<file path="src/rtl/display_pkg.sv">
// Shared types and constants for the LED display back-end.
package display_pkg;

  localparam int unsigned SEG_W   = 7;
  localparam int unsigned DIGIT_N = 4;
  localparam int unsigned DIGIT_W = 2;

  typedef logic [SEG_W-1:0] seg_t;

  localparam logic [DIGIT_W-1:0] DIGIT_MIN_U = 2'd0;
  localparam logic [DIGIT_W-1:0] DIGIT_MIN_T = 2'd1;
  localparam logic [DIGIT_W-1:0] DIGIT_HR_U  = 2'd2;
  localparam logic [DIGIT_W-1:0] DIGIT_HR_T  = 2'd3;

  localparam seg_t               SEG_ZERO   = 7'b1111110;
  localparam seg_t               SEG_OFF    = 7'h7F;
  localparam logic [DIGIT_N-1:0] ANODES_OFF = 4'b1111;

  // One frame of display content, latched as a unit so a frame never tears.
  typedef struct packed {
    seg_t hr_t;
    seg_t hr_u;
    seg_t min_t;
    seg_t min_u;
    logic pm;
  } frame_t;

  // Active-low one-hot anode select for a digit index.
  function automatic logic [DIGIT_N-1:0] anode_sel(input logic [DIGIT_W-1:0] d);
    return ~(DIGIT_N'(1) << d);
  endfunction

endpackage

</file>
<file path="src/rtl/scan_prescaler.sv">
// Slot prescaler: counts cycles per digit slot and flags the dead-time window.
module scan_prescaler #(
  parameter int unsigned PRESCALE = 1000,
  parameter int unsigned DEAD     = 16
) (
  input  logic CLOCK,
  input  logic resetn,
  input  logic test_mode,
  output logic slot_tick_c,
  output logic in_dead_c
);

  localparam int unsigned     PW   = (PRESCALE > 1) ? $clog2(PRESCALE) : 1;
  localparam logic [PW-1:0]   LAST = PW'(PRESCALE - 1);

  logic [PW-1:0] pcnt;
  logic [PW-1:0] pcnt_nxt;

  assign slot_tick_c = test_mode || (pcnt == LAST);

  // Bypass holds the counter at zero so normal scanning restarts cleanly.
  always_comb begin
    pcnt_nxt = pcnt + PW'(1);
    if (test_mode || slot_tick_c) pcnt_nxt = '0;
  end

  always_ff @(posedge CLOCK or negedge resetn) begin
    if (!resetn) pcnt <= '0;
    else         pcnt <= pcnt_nxt;
  end

  if (DEAD == 0) begin : g_no_dead
    assign in_dead_c = 1'b0;
  end else begin : g_dead
    assign in_dead_c = !test_mode && (pcnt < PW'(DEAD));
  end

endmodule

</file>
<file path="src/rtl/led_scan_driver.sv">
// Time-multiplexed 4-digit common-anode LED driver with frame snapshot and blinking colon.
module led_scan_driver
  import display_pkg::*;
#(
  parameter int unsigned PRESCALE     = 1000,
  parameter int unsigned DEAD         = 16,
  parameter int unsigned BLINK_FRAMES = 125
) (
  input  logic                CLOCK,
  input  logic                resetn,
  input  logic [13:0]         hr_wire,
  input  logic [13:0]         min_wire,
  input  logic                am_pm_wire,
  input  logic                blank_lead_zero,
  input  logic                TEST_MODE,
  output seg_t                seg_out,
  output logic                dp_out,
  output logic [DIGIT_N-1:0]  an_out,
  output logic                frame_tick
);

  localparam int unsigned   BW         = (BLINK_FRAMES > 1) ? $clog2(BLINK_FRAMES) : 1;
  localparam logic [BW-1:0] BLINK_LAST = BW'(BLINK_FRAMES - 1);

  logic               slot_tick_c;
  logic               in_dead_c;
  logic               snap_c;
  logic [DIGIT_W-1:0] digit;
  frame_t             snap;
  logic [BW-1:0]      blink_cnt;
  logic               colon;

  seg_t               sel_c;
  seg_t               seg_nxt;
  logic               dp_nxt;
  logic [DIGIT_N-1:0] an_nxt;

  scan_prescaler #(
    .PRESCALE (PRESCALE),
    .DEAD     (DEAD)
  ) u_prescaler (
    .CLOCK       (CLOCK),
    .resetn      (resetn),
    .test_mode   (TEST_MODE),
    .slot_tick_c (slot_tick_c),
    .in_dead_c   (in_dead_c)
  );

  assign snap_c = slot_tick_c && (digit == DIGIT_HR_T);

  // Digit scan, frame snapshot and colon blink state.
  always_ff @(posedge CLOCK or negedge resetn) begin
    if (!resetn) begin
      digit     <= '0;
      snap      <= '0;
      blink_cnt <= '0;
      colon     <= 1'b0;
    end else begin
      if (slot_tick_c) digit <= digit + DIGIT_W'(1);
      if (snap_c) begin
        snap <= '{hr_t:  hr_wire[13:7],  hr_u:  hr_wire[6:0],
                  min_t: min_wire[13:7], min_u: min_wire[6:0],
                  pm:    am_pm_wire};
        if (blink_cnt == BLINK_LAST) begin
          blink_cnt <= '0;
          colon     <= ~colon;
        end else begin
          blink_cnt <= blink_cnt + BW'(1);
        end
      end
    end
  end

  // Output selection from the pre-update state; registered below.
  always_comb begin
    sel_c  = snap.min_u;
    dp_nxt = 1'b1;
    an_nxt = ANODES_OFF;
    case (digit)
      DIGIT_MIN_U: begin sel_c = snap.min_u; dp_nxt = ~snap.pm; end
      DIGIT_MIN_T: sel_c = snap.min_t;
      DIGIT_HR_U:  begin sel_c = snap.hr_u; dp_nxt = ~colon; end
      default:     sel_c = snap.hr_t;
    endcase
    seg_nxt = ~sel_c;
    if ((digit == DIGIT_HR_T) && blank_lead_zero && (snap.hr_t == SEG_ZERO)) seg_nxt = SEG_OFF;
    if (!in_dead_c) an_nxt = anode_sel(digit);
  end

  always_ff @(posedge CLOCK or negedge resetn) begin
    if (!resetn) begin
      an_out     <= ANODES_OFF;
      seg_out    <= SEG_OFF;
      dp_out     <= 1'b1;
      frame_tick <= 1'b0;
    end else begin
      an_out     <= an_nxt;
      seg_out    <= seg_nxt;
      dp_out     <= dp_nxt;
      frame_tick <= snap_c;
    end
  end

endmodule
</file>
<file path="config.mk">
export PLATFORM = sky130hd
export DESIGN_NAME = led_scan_driver
export DESIGN_NICKNAME = d
export VERILOG_FILES = /design/src/rtl/display_pkg.sv /design/src/rtl/scan_prescaler.sv /design/src/rtl/led_scan_driver.sv
export SDC_FILE = /design/constraint.sdc
export NUM_CORES = 1
export LEC_CHECK = 0
export CAP_MARGIN = 10
export CELL_PAD_IN_SITES_DETAIL_PLACEMENT = 1
export CELL_PAD_IN_SITES_GLOBAL_PLACEMENT = 1
export CORE_AREA = 2 2 97 90
export DETAILED_ROUTE_END_ITERATION = 10
export DIE_AREA = 0 0 99 92
export PLACE_DENSITY_LB_ADDON = 0.1
export SLEW_MARGIN = 20
export SYNTH_ARGS = -nofsm -noshare
export SYNTH_HDL_FRONTEND = slang
export SYNTH_SLANG_ARGS = --single-unit
export TNS_END_PERCENT = 30
</file>
<file path="constraint.sdc">
create_clock -name CLOCK -period 1.9 [get_ports CLOCK]
set_clock_uncertainty 0.15 [all_clocks]
set_input_delay 0.38 -clock CLOCK [delete_from_list [all_inputs] [get_ports CLOCK]]
set_output_delay 0.38 -clock CLOCK [all_outputs]
set_load 0.005 [all_outputs]
</file>
==> Changelog: implementation <==
## Implementation

- Status: completed
- Post-route cell area: between 3000 and 4000 µm²
- Initial DRC count: between 60 and 70
- Hold-critical path depth: 1
- Fin cells: approximately 410
- Crit-path max cell delay: 0.42 ns
- Actual slew at the worst max-slew pin: 0.520 ns
- Worst setup margin: about 0.019 ns
- Die x size: 99 µm
- Tightest Hold Check Type: reg2reg
- Clock Sinks: 62
- Largest net degree at the start of global routing: 32
- CP max stage cell: dfrtp_1
- Post_cts resized: 2
- I/O Pins: about 46
- YS warnings: 0
- Max-cap viol count: 0
- Max Slew Vio Count: 0
- Reg area: between 1500 and 2000 µm²
- Final min period: roughly 1.9 ns
- Placed insts: 392
- Grt met1 use: 21.6%
- Cells in synth_stat.txt: roughly 230
- Routed WL per cell: 16.0 µm
- Initial antenna violation count: 0
- Crit. path cell count: 6
- N_diodes: 0
- Seq/Total Area, Yosys: a little under three fifths
- Overall Global Routing Usage: 15.6%
- CTS tree: yes
- Min-delay src: colon
- Reg-to-reg endpoint: snap[13]
- Number of CTS-inserted buffers: 9
- Hold endpoint: dp_out
- Skew-Pair Late Insertion Delay: approximately 0.34 ns
- DP Area: between 3000 and 4000 µm²
- Post-synth regs: approximately 62
- Critical path cell sequence: ha_2 > and2_4 > a41oi_4 > buf_12 > clkbuf_16 > mux2_2
- Yosys Chip Area: roughly 2800 µm²
- GRT overflow: 0
- Chip area: 9110 µm²
- Leak Pwr: about 1.8 nW
- Hold_ws: 0.293 ns
- IO Port Bufs: approximately 45
- Maximum clock rate: around 0.53 GHz
- Share of cells above drive strength 1: 31.7%
- Vias per cell: 4.88
- Drt first pass iters: 7
-- kinds of logic (layout without fill, tap and decap cells) --
kind of cell	after synthesis	count (layout)	synth area share, %
DFF	62	62	56.4
muxes	30	30	13.8
and+or+nand+nor	63	63	11.0
adders and majority gates	8	8	3.61
AOI/OAI and AO/OA	36	36	8.57
xor gates and xnor gates	9	9	2.84
buffers and inverters	21	104	3.79
-- Yosys cell counts --
cell	number	area, µm²
o31ai_1	2	15.0
nor3b_2	1	12.5
ha_1	8	100
and2_1	3	18.8
a222oi_1	7	70.1
nor2_1	11	41.3
a41oi_2	1	16.3
nand2_1	25	93.8
buf_6	3	33.8
a31o_2	1	8.76
mux2_4	12	180
o21ai_0	12	60.1
dfstp_2	12	315
inv_1	10	37.5
a21oi_1	4	20.0
or3_1	2	12.5
o21ai_1	8	40.0
and4_1	2	17.5
buf_2	3	15.0
nor3_1	3	15.0
nand4b_1	1	8.76
nor4_1	2	12.5
xor2_1	3	26.3
mux2_2	18	203
xnor2_1	6	52.6
a21boi_0	1	7.51
clkbuf_1	5	18.8
dfrtp_1	50	1250
nand3_1	8	40.0
and3_1	1	6.26
nand4_1	4	25.0
-- cell type report --
| class | count | share of cell area, % |
|---|---|---|
| flip-flops and latches | 62 | 39.8 |
| multi-input cells | 146 | 29.6 |
| repair buffers | 78 | 20.5 |
| clock buffers | 13 | 4.29 |
| well taps | 102 | 3.24 |
| clock inverters | 3 | 1.65 |
| inverters | 10 | 0.953 |
-- layout by cell type, fill, tap and decap left out, types with 2 or more instances in the layout --
| cell type | instances |
|---|---|
| dfrtp_1 | 50 |
| clkdlybuf4s50_1 | 33 |
| buf_4 | 26 |
| nand2_1 | 25 |
| mux2_4 | 20 |
| o21ai_0 | 12 |
| dfstp_2 | 12 |
| clkbuf_8 | 12 |
| nor2_1 | 11 |
| dlymetal6s2s_1 | 11 |
| inv_1 | 10 |
| mux2_2 | 10 |
| nand3_1 | 8 |
| o21ai_1 | 8 |
| a222oi_1 | 7 |
| xnor2_1 | 6 |
| nand4_1 | 4 |
| a21oi_1 | 4 |
| ha_2 | 4 |
| ha_1 | 4 |
| buf_12 | 4 |
| nor3_1 | 3 |
| xor2_1 | 3 |
| and4_1 | 2 |
| and2_4 | 2 |
| or3_1 | 2 |
| nor4_1 | 2 |
| o31ai_1 | 2 |
| bufinv_16 | 2 |
| clkbuf_16 | 2 |
-- routing by layer --
layer	part of all wire (%)	up-vias	wire, µm
li1	-	973	-
met1	49	991	3250
met2	45	46	2960
met3	4.8	10	315
met4	1.3	0	87
met5	0	-	0
-- how the worst max path moves through the flow --
stage / start / to
after floorplan: digit[1] / snap[15]
after global placement: TEST_MODE / snap[3]
after detailed placement: TEST_MODE / snap[1]
after CTS: seg_out[4] / seg_out[4]
after global routing: digit[1] / snap[5]
final: digit[1] / snap[13]
-- report_power, final --
group          switching, mW  internal, mW  leakage (nW)
clock network          0.511         0.845         0.120
logic                  0.812          1.21         0.933
registers              0.299          1.88         0.747
total                   1.62          3.93          1.80
-- state kept, by name (all words and copies together), names as in the netlist --
signal / count
u_prescaler.pcnt: 10
snap: 29
colon: 1
digit: 2
an_out: 4
dp_out: 1
blink_cnt: 7
frame_tick: 1
seg_out: 7
### Cell classes on the final placement

Drawn at 3 px/µm.
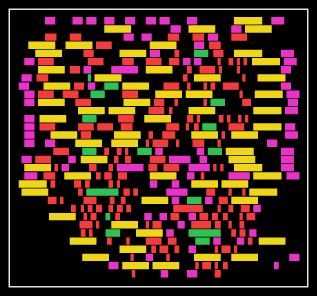
- other buffers and delay cells: magenta (cells 78; share of their area 21%)
- all other logic: red (cells 156; share of their area 32%)
- flip-flops: yellow (cells 62; share of their area 41%)
- clock drivers and dummy loads: green (cells 16; share of their area 6.1%)

### Met3 routing

Drawn at 4 px/µm.
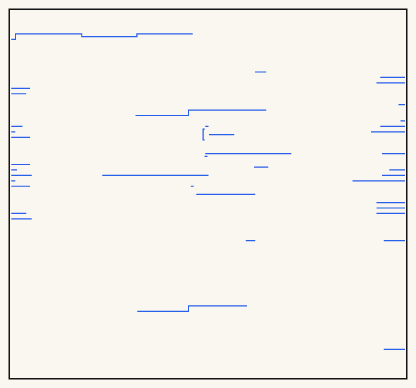
- nets with wire on the layer: 34
- wire length on this layer: 315 µm
- main direction: horizontal
- longest straight run: 26.2 µm
- share of all routed wire: 4.8%

### Placement view

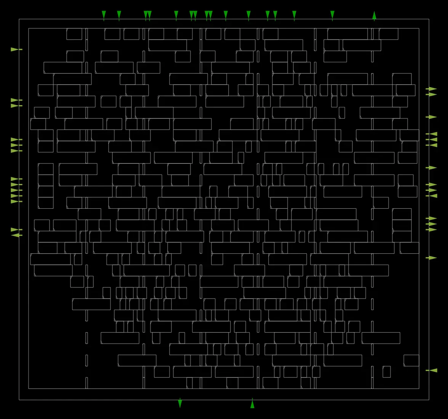
post-layout util: 48.0%
Seq area share: 39.8%
Taps Inserted: 102
Core Box Area: 8210 µm²

### Sequential cells grouped by signal name

Drawn at 6 px/µm. Other sequential cells in the stronger grey, the rest of the logic in the fainter grey.
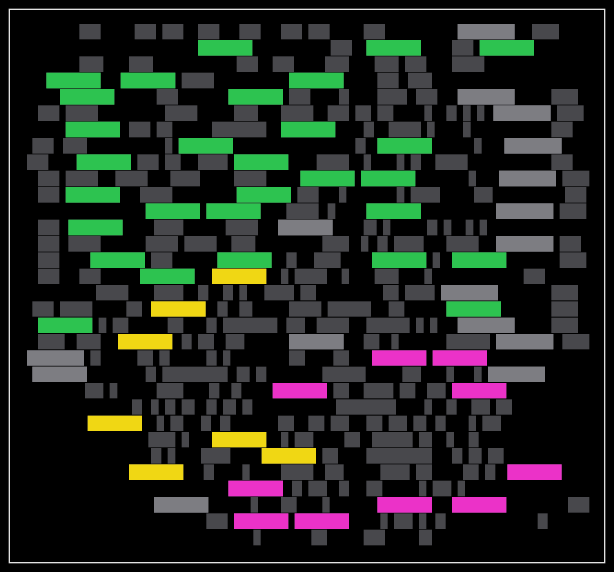
- blink_cnt: yellow (flops 7; where south-west)
- snap: green (flops 29)
- u_prescaler.pcnt: magenta (flops 10)

### Signal wires by layer

Drawn at 4 px/µm. Only two layers are drawn.
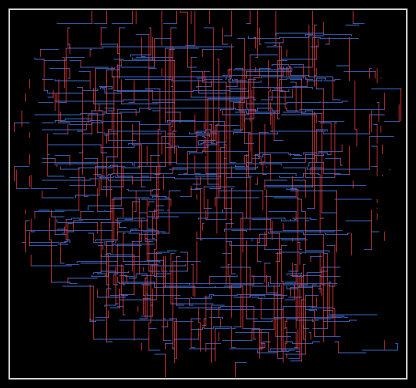
- met2: red (wire length 2,960 µm)
- met1: blue (wire length 3,250 µm)

Power is estimated from default activity; no workload was simulated.
